## src/rtl/alu_arbiter_if.sv

```systemverilog
// Request, ALU-side and response bundle for alu_arbiter.
// Ports: per-requester req* vectors (slice i per requester),
//   alu* operands/control out and aluResult back,
//   rsp* registered response with valid/ready.
// slave = the arbiter; master = requesters, ALU and consumer.
interface alu_arbiter_if #(
   parameter int NUM_REQ = 2,
   parameter int ID_W    = 3
);
   logic [NUM_REQ-1:0]    reqValid;
   logic [NUM_REQ-1:0]    reqReady;
   logic [2*NUM_REQ-1:0]  reqAluOp;
   logic [6*NUM_REQ-1:0]  reqFunct;
   logic [5*NUM_REQ-1:0]  reqShamt;
   logic [32*NUM_REQ-1:0] reqA;
   logic [32*NUM_REQ-1:0] reqB;

   logic [31:0] aluIn1;
   logic [31:0] aluIn2;
   logic [4:0]  aluShamt;
   logic [3:0]  aluControlOut;
   logic [31:0] aluResult;

   logic            rspValid;
   logic            rspReady;
   logic [ID_W-1:0] rspId;
   logic [31:0]     rspData;
   logic            rspIllegal;
   logic            rspOverflow;

   modport slave (
      input  reqValid, reqAluOp, reqFunct, reqShamt,
      input  reqA, reqB, aluResult, rspReady,
      output reqReady, aluIn1, aluIn2, aluShamt,
      output aluControlOut, rspValid, rspId, rspData,
      output rspIllegal, rspOverflow
   );

   modport master (
      output reqValid, reqAluOp, reqFunct, reqShamt,
      output reqA, reqB, aluResult, rspReady,
      input  reqReady, aluIn1, aluIn2, aluShamt,
      input  aluControlOut, rspValid, rspId, rspData,
      input  rspIllegal, rspOverflow
   );
endinterface

```

## src/rtl/alu_arbiter.sv

```systemverilog
// Round-robin arbiter sharing one combinational ALU between
// NUM_REQ requesters: IDLE grants and latches, EXEC drives the
// ALU and captures the result, RESP holds it until accepted.
// Ports: clk, reset (sync, active-high), bus (alu_arbiter_if.slave).
// Optional macro ALU_OVF_CHECK_EN: signed overflow on add/sub
// into rspOverflow; without it rspOverflow is constant 0.
module alu_arbiter #(
   parameter int NUM_REQ = 2,
   parameter int ID_W    = 3
) (
   input logic          clk,
   input logic          reset,
   alu_arbiter_if.slave bus
);

   localparam logic [1:0] S_IDLE = 2'd0;
   localparam logic [1:0] S_EXEC = 2'd1;
   localparam logic [1:0] S_RESP = 2'd2;

   localparam logic [ID_W-1:0] LAST_RST = ID_W'(NUM_REQ - 1);

   logic [1:0]      state_q, state_d;
   logic [ID_W-1:0] last_q, last_d;
   logic [ID_W-1:0] gnt_id_q, gnt_id_d;

   logic [31:0] op_a_q, op_a_d;
   logic [31:0] op_b_q, op_b_d;
   logic [4:0]  op_sh_q, op_sh_d;
   logic [3:0]  op_code_q, op_code_d;
   logic        op_ill_q, op_ill_d;

   logic            rsp_valid_q, rsp_valid_d;
   logic [ID_W-1:0] rsp_id_q, rsp_id_d;
   logic [31:0]     rsp_data_q, rsp_data_d;
   logic            rsp_ill_q, rsp_ill_d;

   logic               found;
   logic [ID_W-1:0]    pick;
   logic [NUM_REQ-1:0] gnt_oh;
   logic [1:0]         sel_op;
   logic [5:0]         sel_funct;
   logic [4:0]         sel_sh;
   logic [31:0]        sel_a;
   logic [31:0]        sel_b;

   logic [3:0] dec_code;
   logic       dec_ill;

   // Pass 0 looks only above lastGrant, pass 1 wraps to 0,
   // giving a rotating priority starting at lastGrant+1.
   always_comb begin
      found     = 1'b0;
      pick      = '0;
      gnt_oh    = '0;
      sel_op    = '0;
      sel_funct = '0;
      sel_sh    = '0;
      sel_a     = '0;
      sel_b     = '0;
      for (int p = 0; p < 2; p++) begin
         for (int i = 0; i < NUM_REQ; i++) begin
            if (!found && bus.reqValid[i] &&
                (p == 1 || i > int'(last_q))) begin
               found     = 1'b1;
               pick      = ID_W'(i);
               gnt_oh[i] = 1'b1;
               sel_op    = bus.reqAluOp[2*i +: 2];
               sel_funct = bus.reqFunct[6*i +: 6];
               sel_sh    = bus.reqShamt[5*i +: 5];
               sel_a     = bus.reqA[32*i +: 32];
               sel_b     = bus.reqB[32*i +: 32];
            end
         end
      end
   end

   always_comb begin
      dec_code = 4'd0;
      dec_ill  = 1'b0;
      unique case (sel_op)
         2'd0: dec_code = 4'd0;
         2'd1: dec_code = 4'd2;
         2'd3: dec_code = 4'd1;
         2'd2: begin
            case (sel_funct)
               6'h20:   dec_code = 4'd0;
               6'h22:   dec_code = 4'd1;
               6'h24:   dec_code = 4'd2;
               6'h25:   dec_code = 4'd3;
               6'h00:   dec_code = 4'd4;
               6'h02:   dec_code = 4'd5;
               6'h03:   dec_code = 4'd6;
               6'h2A:   dec_code = 4'd8;
               default: dec_ill  = 1'b1;
            endcase
         end
         default: dec_code = 4'd0;
      endcase
   end

   always_comb begin
      state_d     = state_q;
      last_d      = last_q;
      gnt_id_d    = gnt_id_q;
      op_a_d      = op_a_q;
      op_b_d      = op_b_q;
      op_sh_d     = op_sh_q;
      op_code_d   = op_code_q;
      op_ill_d    = op_ill_q;
      rsp_valid_d = rsp_valid_q;
      rsp_id_d    = rsp_id_q;
      rsp_data_d  = rsp_data_q;
      rsp_ill_d   = rsp_ill_q;
      case (state_q)
         S_IDLE: begin
            if (found) begin
               last_d    = pick;
               gnt_id_d  = pick;
               op_a_d    = sel_a;
               op_b_d    = sel_b;
               op_sh_d   = sel_sh;
               op_code_d = dec_code;
               op_ill_d  = dec_ill;
               state_d   = S_EXEC;
            end
         end
         S_EXEC: begin
            rsp_data_d  = op_ill_q ? 32'd0 : bus.aluResult;
            rsp_id_d    = gnt_id_q;
            rsp_ill_d   = op_ill_q;
            rsp_valid_d = 1'b1;
            state_d     = S_RESP;
         end
         S_RESP: begin
            if (bus.rspReady) begin
               rsp_valid_d = 1'b0;
               rsp_ill_d   = 1'b0;
               state_d     = S_IDLE;
            end
         end
         default: state_d = S_IDLE;
      endcase
   end

   always_ff @(posedge clk) begin
      if (reset) begin
         state_q     <= S_IDLE;
         last_q      <= LAST_RST;
         gnt_id_q    <= '0;
         op_a_q      <= '0;
         op_b_q      <= '0;
         op_sh_q     <= '0;
         op_code_q   <= '0;
         op_ill_q    <= 1'b0;
         rsp_valid_q <= 1'b0;
         rsp_id_q    <= '0;
         rsp_data_q  <= '0;
         rsp_ill_q   <= 1'b0;
      end else begin
         state_q     <= state_d;
         last_q      <= last_d;
         gnt_id_q    <= gnt_id_d;
         op_a_q      <= op_a_d;
         op_b_q      <= op_b_d;
         op_sh_q     <= op_sh_d;
         op_code_q   <= op_code_d;
         op_ill_q    <= op_ill_d;
         rsp_valid_q <= rsp_valid_d;
         rsp_id_q    <= rsp_id_d;
         rsp_data_q  <= rsp_data_d;
         rsp_ill_q   <= rsp_ill_d;
      end
   end

`ifdef ALU_OVF_CHECK_EN
   logic ovf_now;
   logic rsp_ovf_q, rsp_ovf_d;

   always_comb begin
      ovf_now = 1'b0;
      if (!op_ill_q) begin
         case (op_code_q)
            4'd0: ovf_now = (op_a_q[31] == op_b_q[31]) &&
                            (bus.aluResult[31] != op_a_q[31]);
            4'd1: ovf_now = (op_a_q[31] != op_b_q[31]) &&
                            (bus.aluResult[31] != op_a_q[31]);
            default: ovf_now = 1'b0;
         endcase
      end
   end

   always_comb begin
      rsp_ovf_d = rsp_ovf_q;
      if (state_q == S_EXEC) begin
         rsp_ovf_d = ovf_now;
      end else if (state_q == S_RESP && bus.rspReady) begin
         rsp_ovf_d = 1'b0;
      end
   end

   always_ff @(posedge clk) begin
      if (reset) begin
         rsp_ovf_q <= 1'b0;
      end else begin
         rsp_ovf_q <= rsp_ovf_d;
      end
   end

   assign bus.rspOverflow = rsp_ovf_q;
`else
   assign bus.rspOverflow = 1'b0;
`endif

   // Grant strobe is combinational and only meaningful in IDLE.
   assign bus.reqReady = (!reset && state_q == S_IDLE) ?
                         gnt_oh : '0;

   assign bus.aluIn1        = op_a_q;
   assign bus.aluIn2        = op_b_q;
   assign bus.aluShamt      = op_sh_q;
   assign bus.aluControlOut = op_code_q;

   assign bus.rspValid   = rsp_valid_q;
   assign bus.rspId      = rsp_id_q;
   assign bus.rspData    = rsp_data_q;
   assign bus.rspIllegal = rsp_ill_q;

endmodule
```

## src/flat_wrapper.sv

```systemverilog
// flat-port wrapper written by rule: the top's interface ports become plain ports
module alu_arbiter_flat 
#(
   parameter int NUM_REQ = 2,
   parameter int ID_W    = 3
)
  (clk, reset, bus_reqValid, bus_reqAluOp, bus_reqFunct, bus_reqShamt, bus_reqA, bus_reqB, bus_aluResult, bus_rspReady, bus_reqReady, bus_aluIn1, bus_aluIn2, bus_aluShamt, bus_aluControlOut, bus_rspValid, bus_rspId, bus_rspData, bus_rspIllegal, bus_rspOverflow);
  alu_arbiter_if #(.NUM_REQ(NUM_REQ), .ID_W(ID_W)) bus_i ();
  input logic clk;
  input logic reset;
  input wire logic [$bits(bus_i.reqValid)-1:0] bus_reqValid;
  input wire logic [$bits(bus_i.reqAluOp)-1:0] bus_reqAluOp;
  input wire logic [$bits(bus_i.reqFunct)-1:0] bus_reqFunct;
  input wire logic [$bits(bus_i.reqShamt)-1:0] bus_reqShamt;
  input wire logic [$bits(bus_i.reqA)-1:0] bus_reqA;
  input wire logic [$bits(bus_i.reqB)-1:0] bus_reqB;
  input wire logic [$bits(bus_i.aluResult)-1:0] bus_aluResult;
  input wire logic [$bits(bus_i.rspReady)-1:0] bus_rspReady;
  output wire logic [$bits(bus_i.reqReady)-1:0] bus_reqReady;
  output wire logic [$bits(bus_i.aluIn1)-1:0] bus_aluIn1;
  output wire logic [$bits(bus_i.aluIn2)-1:0] bus_aluIn2;
  output wire logic [$bits(bus_i.aluShamt)-1:0] bus_aluShamt;
  output wire logic [$bits(bus_i.aluControlOut)-1:0] bus_aluControlOut;
  output wire logic [$bits(bus_i.rspValid)-1:0] bus_rspValid;
  output wire logic [$bits(bus_i.rspId)-1:0] bus_rspId;
  output wire logic [$bits(bus_i.rspData)-1:0] bus_rspData;
  output wire logic [$bits(bus_i.rspIllegal)-1:0] bus_rspIllegal;
  output wire logic [$bits(bus_i.rspOverflow)-1:0] bus_rspOverflow;
  assign bus_i.reqValid = bus_reqValid;
  assign bus_i.reqAluOp = bus_reqAluOp;
  assign bus_i.reqFunct = bus_reqFunct;
  assign bus_i.reqShamt = bus_reqShamt;
  assign bus_i.reqA = bus_reqA;
  assign bus_i.reqB = bus_reqB;
  assign bus_i.aluResult = bus_aluResult;
  assign bus_i.rspReady = bus_rspReady;
  assign bus_reqReady = bus_i.reqReady;
  assign bus_aluIn1 = bus_i.aluIn1;
  assign bus_aluIn2 = bus_i.aluIn2;
  assign bus_aluShamt = bus_i.aluShamt;
  assign bus_aluControlOut = bus_i.aluControlOut;
  assign bus_rspValid = bus_i.rspValid;
  assign bus_rspId = bus_i.rspId;
  assign bus_rspData = bus_i.rspData;
  assign bus_rspIllegal = bus_i.rspIllegal;
  assign bus_rspOverflow = bus_i.rspOverflow;
  alu_arbiter #(.NUM_REQ(NUM_REQ), .ID_W(ID_W)) u_core (.clk(clk), .reset(reset), .bus(bus_i));
endmodule
```

## config.mk

```make
export PLATFORM = sky130hd
export DESIGN_NAME = alu_arbiter_flat
export DESIGN_NICKNAME = d
export VERILOG_FILES = /design/src/rtl/alu_arbiter_if.sv /design/src/rtl/alu_arbiter.sv /design/src/flat_wrapper.sv
export SDC_FILE = /design/constraint.sdc
export NUM_CORES = 1
export LEC_CHECK = 0
export ABC_CLOCK_PERIOD_IN_PS = 1900
export CORE_AREA = 2 2 117 119
export CTS_BUF_LIST = sky130_fd_sc_hd__clkbuf_16
export CTS_CLUSTER_DIAMETER = 40
export DETAILED_ROUTE_END_ITERATION = 8
export DIE_AREA = 0 0 119 121
export GPL_TIMING_DRIVEN = 0
export PLACE_DENSITY_LB_ADDON = 0.3
export SKIP_CTS_REPAIR_TIMING = 1
export SLEW_MARGIN = 20
export SYNTH_ARGS = -nofsm -noshare
export SYNTH_HDL_FRONTEND = slang
export SYNTH_SLANG_ARGS = --single-unit
```

## constraint.sdc

```tcl
create_clock -name clk -period 1.9 [get_ports clk]
set_input_delay 0.19 -clock clk [delete_from_list [all_inputs] [get_ports clk]]
set_output_delay 0.19 -clock clk [all_outputs]
set_load 0.03 [all_outputs]
```

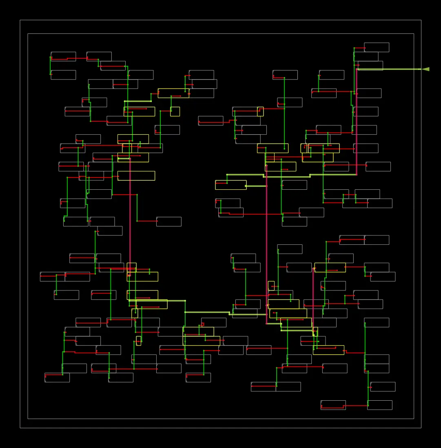
(run_1/final_clocks.png)
clock buf count: 17
clk_skew: 0.009733 ns
Flops: 113
Power Clock: 3.09 mW
CTS sink cnt: 113

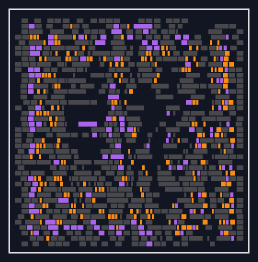
(run_1/gate_families.png)
Scale: 2 px per um.
NOR gates: marked orange, cells 214, where all over the die. inverting AOI/OAI gates: marked purple, cells 124, where all over the die.
Top cell excl fill/tap: clkdlybuf4s50_1
Non-Filler Instances: 1058
Comb area share: 0.2631

==> summary.txt, run 1 <==
fresh numbers from the pnr run: CP max FO=8, 1st-pass router iterations=5, Cell Type Count=37, Tap Cells=176, DP Area=7948 sq um, top cells by count, synth=113 x dfxtp_1, 107 x nor2_1, 71 x nor3_1, 70 x a221oi_1, 44 x clkbuf_1, dpl cells=1024, Routed Antenna Nets=0, initial antenna violation count=2, clock buffer depth=2, P_sw=2.502 mW, clk root buf=clkbuf_16, via count of the routed design=5640, P_seq=2.76 mW, invs w/o clock=1, ys async rst share=0, most frequent cells in the layout=295 x clkdlybuf4s50_1, 112 x dfxtp_1, 107 x nor2_1, leakage=3.212 nW, FF-to-FF End=u_core.bus.aluControlOut[3], Warnings, synthesis=0, Int Power=5.752 mW, Final Max Slew Viols=0, CP Depth=6, comb pwr=2.41 mW, vias per cell=5.331, Sequential Power Share=0.334, first-pass GRT wire length=28.50 mm, pre-CTS setup slack=-1.139 ns, cell taking the most area after synthesis=dfxtp_1, worst slew pin tran=0.6135 ns, layout cells sized above 1=0.08295, TritonCTS clock tree=done, largest net degree at the start of global routing=17, GRT Overall Usage=0.2507, Biggest consumer=the clock network, largest class=non-clock buffers, I/O Buffers=299, fin worst setup slack=0.01124 ns, Final Cycle Share=0.9941, Mapped Area=4727 sq um, WHS=0.2558 ns, final hold viol count=0, critical-path cell list=nand2b_4 -> and2_1 -> buf_6 -> a221oi_4 -> or4b_4 -> a21oi_1, most used flip-flop cell=dfxtp_1, count of tool warnings=27, Cells after Synth=547, outcome=completed, # IOs=304, Gate power share=0.292, vias in the first global route=5736, Relative slew margins=0.5910, maximum VDD drop=532.1 uV, die span in x=119 um, CP Launch Type=register, Hold Path Class=in -> reg, Setup CP Type=reg -> reg, Pwr Density=950.0 nW/um^2, Synth top area share=0.4786, synth top area cells=dfxtp_1 48%, a221oi_1 13%, nor2_1 8.5%, cts bufs inserted=17, # Cells Yosys=547, fillers=1078, Worst Path Arrival=2.21 ns, Setup violations, final=0, sequential cell area=2263 sq um, Register-to-Register Path Depth=6, Setup crit end=u_core.bus.aluControlOut[3], switching share of power=0.3031, CP startpoint=u_core.last_q[0], Layout area overhead=83.80%
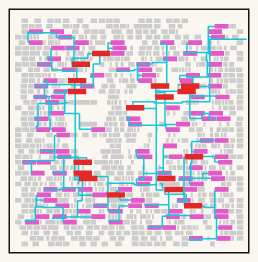
(run_1/clock_map.png)
Scale: 2 px per um.
flip-flops: marked magenta, count 113. cells driving clock nets: marked red, count 17. clock wires: marked cyan, length 1440 um.
There are 18 routed clock nets.
clk_lat worst skew: 0.40 ns
clock share of power: 0.374

## run 1: metal layers
layer	vias to the layer above	part of all wire	track usage	wire, um
li1	2675	-	-	-
met1	2652	0.37	0.2569	6878
met2	264	0.51	0.4591	9501
met3	49	0.079	0.07472	1471
met4	0	0.038	0.1324	698
met5	-	0	0	0
## run 1: logic make-up after synthesis
group	Yosys count	synth area share
multiplexers	2	0.004235
other	1	0.0007933
AND-OR/OR-AND	131	0.2168
AND/OR/NAND/NOR	235	0.2430
flip-flops	113	0.4786
buffers and inverters	65	0.05664
## run 1: worst min-delay path, cell delays in order
cell and delay, ns:
dlymetal6s2s_1 0.18, nor2_1 0.10, nor2_1 0.13
==> run_1/metal_stack.png <==
Scale: 4 px per um.
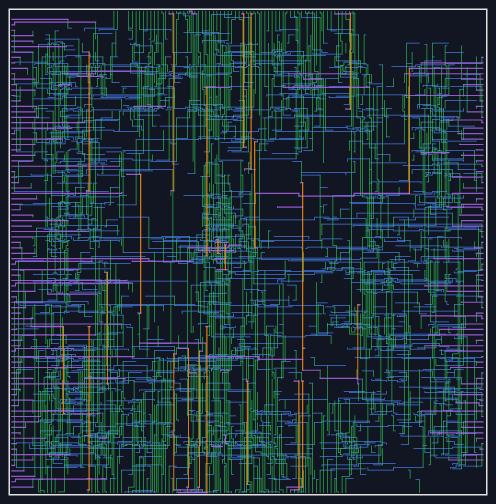

==> run 2: changes to the inputs <==
Settings changed: CORE_AREA 2 2 117 119 to default, CORE_MARGIN from default to 3, CORE_UTILIZATION from default to 37, DIE_AREA 0 0 119 121 to default.
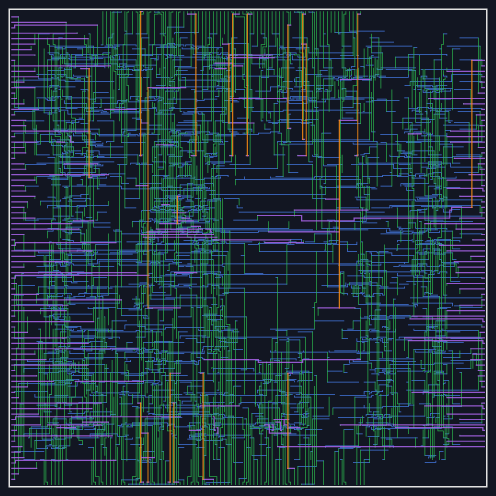
(run_2/metal_stack.png)
Scale: 4 px per um.
met3: marked purple, wire length 1800 um. met2: marked green, wire length 9690 um. met4: marked orange, wire length 584 um. met1: marked blue, wire length 6940 um.

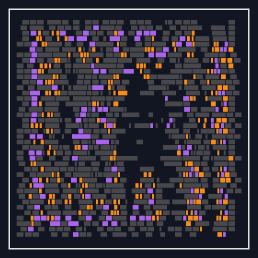
(run_2/gate_families.png)
Scale: 2 px per um.
NOR gates: marked orange, cells 214, where all over the die. inverting AOI/OAI gates: marked purple, cells 124, where all over the die.
Comb area share: 0.2607
Non-Filler Instances: 1052

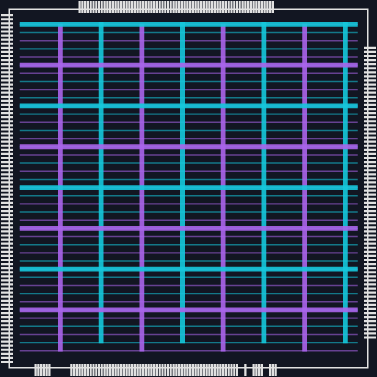
(run_2/pdn.png)
Scale: 3 px per um. Pins as bars on the die edge.
VDD: marked cyan. VSS: marked purple.
304 signal pins sit on the boundary. The core has 40 rows. 41 met1 rails follow the rows.

==> run 2 against run 1 <==
  * Synthesized cell count is the same
  * Global-route usage grew 0.24 points
  * Worst hold slack gained 0.0081 ns
  * Clock-buffer cell count is the same
  * Fmax grew 1.4%
  * Non-clock buffer count grew 1
  * Power grew 5.3%
  * Sequential share of layout area shrank 0.21 points
  * First-iteration DRC count grew 15%
  * Final cell count shrank 0.57%
  * Die area shrank 1.6%
  * Critical path type unchanged
==> summary.txt, run 2 <==
fresh numbers from the pnr run: outcome=completed (unchanged), Setup CP Type=reg -> reg (unchanged), Int Power=6.157 mW (was 5.752 mW), count of tool warnings=27 (unchanged), Gate power share=0.278 (was 0.292), vias per cell=5.342 (was 5.331), Setup crit end=u_core.bus.aluControlOut[3] (unchanged), most used flip-flop cell=dfxtp_1 (unchanged), # Cells Yosys=547 (unchanged), largest class=non-clock buffers (unchanged), Flops=113 (unchanged), fin worst setup slack=0.03693 ns (was 0.01124 ns), Layout area overhead=85.28% (was 83.80%), Final Max Slew Viols=0 (unchanged), clk_lat worst skew=0.41 ns (was 0.40 ns), Warnings, synthesis=0 (unchanged), Synth top area share=0.4786 (unchanged), ys async rst share=0 (unchanged), Top cell excl fill/tap=clkdlybuf4s50_1 (unchanged), # IOs=304 (unchanged), CP Launch Type=register (unchanged), FF-to-FF End=u_core.bus.aluControlOut[3] (unchanged), CP max FO=5 (was 8), DP Area=7938 sq um (was 7948 sq um), clock buffer depth=2 (unchanged), invs w/o clock=1 (unchanged), synth top area cells=dfxtp_1 48%, a221oi_1 13%, nor2_1 8.5% (unchanged), CTS sink cnt=113 (unchanged), initial antenna violation count=1 (was 2), cts bufs inserted=17 (unchanged), P_sw=2.532 mW (was 2.502 mW), Register-to-Register Path Depth=7 (was 6), Final Cycle Share=0.9806 (was 0.9941), P_seq=2.76 mW (about the same), Setup violations, final=0 (unchanged), Relative slew margins=0.6302 (was 0.5910), critical-path cell list=a21boi_4 -> buf_6 -> buf_12 -> a32oi_2 -> nand4_1 -> or4b_4 -> a21oi_1 (was nand2b_4 -> and2_1 -> buf_6 -> a221oi_4 -> or4b_4 -> a21oi_1), WHS=0.2639 ns (was 0.2558 ns), switching share of power=0.2914 (was 0.3031), dpl cells=1016 (was 1024), Power Clock=3.52 mW (was 3.09 mW), Cell Type Count=37 (unchanged), layout cells sized above 1=0.08267 (was 0.08295), cell taking the most area after synthesis=dfxtp_1 (unchanged), vias in the first global route=5682 (was 5736), I/O Buffers=299 (unchanged), first-pass GRT wire length=28.79 mm (was 28.50 mm), Tap Cells=168 (was 176), GRT Overall Usage=0.2530 (was 0.2507)
## run 2: cell counts after synthesis
Identical to the previous run, type by type.
## run 2: routing by layer
metal	vias to the layer above	wire, um	track usage	share of wire
li1	2682	-	-	-
met1	2597	6941	0.2639	0.36
met2	297	9691	0.4518	0.51
met3	44	1803	0.09307	0.095
met4	0	584	0.1130	0.031
met5	-	0	0	0
## run 2: kinds of logic (layout without fill, tap and decap cells)
kind of cell	count (synthesis)	count (layout)	share of synthesized area
buffers and inverters	65	399	0.05664
DFF	113	113	0.4786
and+or+nand+nor	235	235	0.2430
muxes	2	2	0.004235
other	1	4	0.0007933
AOI/OAI and AO/OA	131	131	0.2168
==> run 3: changes to the inputs <==
Settings changed: CTS_CLUSTER_SIZE from default to 40.
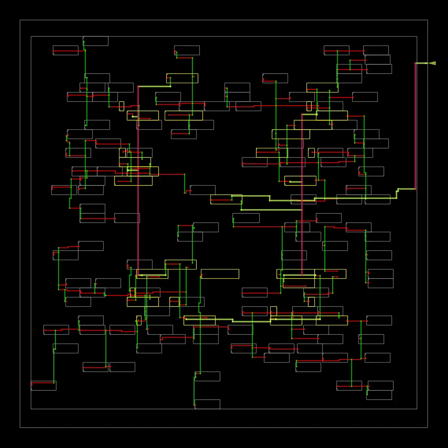
(run_3/final_clocks.png)
clk_lat worst skew: 0.41 ns
clk_skew: 0.01606 ns
cts bufs inserted: 17
Power Clock: 3.52 mW

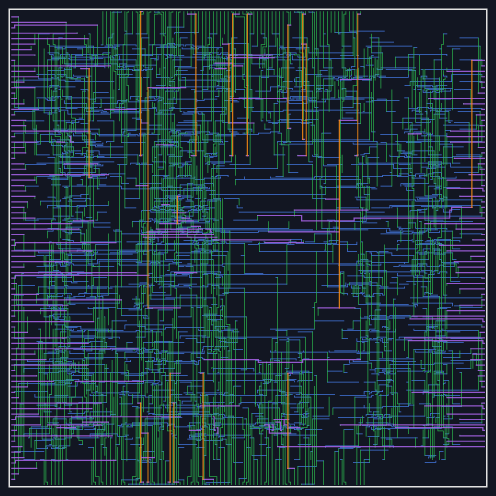
(run_3/metal_stack.png)
Scale: 4 px per um.
met4: marked orange, wire length 584 um. met2: marked green, wire length 9690 um. met1: marked blue, wire length 6940 um. met3: marked purple, wire length 1800 um.

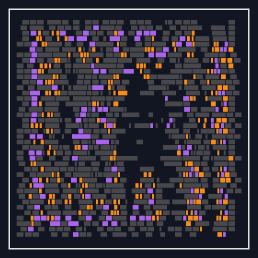
(run_3/gate_families.png)
Scale: 2 px per um.
inverting AOI/OAI gates: marked purple, cells 124, where all over the die. NOR gates: marked orange, cells 214, where all over the die.

==> run 3 against run 2 <==
  * Flip-flop count is the same
  * Fmax did not move
  * Worst hold slack is the same
  * Core utilization stayed put
  * Sequential power hardly changed
  * Final area did not move
  * Clock power about the same
  * Critical path type unchanged
  * Sequential share of layout area did not move
  * Synthesized cell count stayed put
==> summary.txt, run 3 <==
fresh numbers from the pnr run: met1 Use GR=0.2639 (unchanged), Hold Path Class=in -> reg (unchanged), Adder Area Share=0 (unchanged), vias per cell=5.342 (unchanged), CP Launch Type=register (unchanged), CP Depth=7 (unchanged), GRT met3 Usage=0.09307 (unchanged), DP Area=7938 sq um (unchanged), GR peak layer=met2 (unchanged), first-pass GRT wire length=28.79 mm (unchanged), Worst Path Arrival=2.19 ns (about the same), 1st-pass router iterations=5 (unchanged), layout cells sized above 1=0.08267 (unchanged), XOR Share, Synth=0 (unchanged), vias in the first global route=5682 (unchanged), sequential cell area=2263 sq um (unchanged), final hold viol count=0 (unchanged), I/O Buffers=299 (unchanged), fillers=945 (unchanged), outcome=completed (unchanged), critical-path cell list=a21boi_4 -> buf_6 -> buf_12 -> a32oi_2 -> nand4_1 -> or4b_4 -> a21oi_1 (unchanged), ys async rst share=0 (unchanged), main kind of combinational logic by area=simple AND/OR/NAND/NOR gates (unchanged), synth top area cells=dfxtp_1 48%, a221oi_1 13%, nor2_1 8.5% (unchanged), Non-Filler Instances=1052 (unchanged), FF-to-FF End=u_core.bus.aluControlOut[3] (unchanged), TritonCTS clock tree=done (unchanged), cell taking the most area after synthesis=dfxtp_1 (unchanged), via count of the routed design=5620 (unchanged), pre-CTS setup slack=-1.096 ns (unchanged), CTS sink cnt=113 (unchanged), leakage=3.276 nW (unchanged), Pwr Density=992.0 nW/um^2 (unchanged), top cells by count, synth=113 x dfxtp_1, 107 x nor2_1, 71 x nor3_1, 70 x a221oi_1, 44 x clkbuf_1 (unchanged), Final Cycle Share=0.9806 (unchanged), Warnings, synthesis=0 (unchanged), Basic Gates by Area=0.2430 (unchanged), clk root buf=clkbuf_16 (unchanged), GR Layer Usage met2=0.4518 (unchanged), mux share=0.004235 (unchanged), CP max FO=5 (unchanged), Relative slew margins=0.6302 (unchanged), clock buffer depth=2 (unchanged), CP startpoint=u_core.last_q[0] (unchanged), Synth top area share=0.4786 (unchanged), die span in x=119.0 um (unchanged), Setup CP Type=reg -> reg (unchanged), largest net degree at the start of global routing=17 (unchanged), Top cell excl fill/tap=clkdlybuf4s50_1 (unchanged), Cell Type Count=37 (unchanged)
[run 3: power breakdown]
part / internal [mW] / switching [mW] / leakage, nW / total [mW]
registers: 2.62 / 0.137 / 0.931 / 2.76
logic: 1.11 / 1.30 / 2.02 / 2.41
clock network: 2.43 / 1.10 / 0.324 / 3.52
[run 3: area by class of cell]
class                           instances  share of cell area
Clock inverter                         15             0.02543
Multi-Input combinational cell        371              0.2607
Timing Repair Buffer                  303              0.3476
Buffer                                 63             0.03457
Tap cell                              168             0.02400
Inverter                                1           0.0004286
Antenna cell                            1           0.0002857
Clock buffer                           17             0.04857
Sequential cell                       113              0.2584
No activity file was given, so power comes from the tool's default toggle rates.
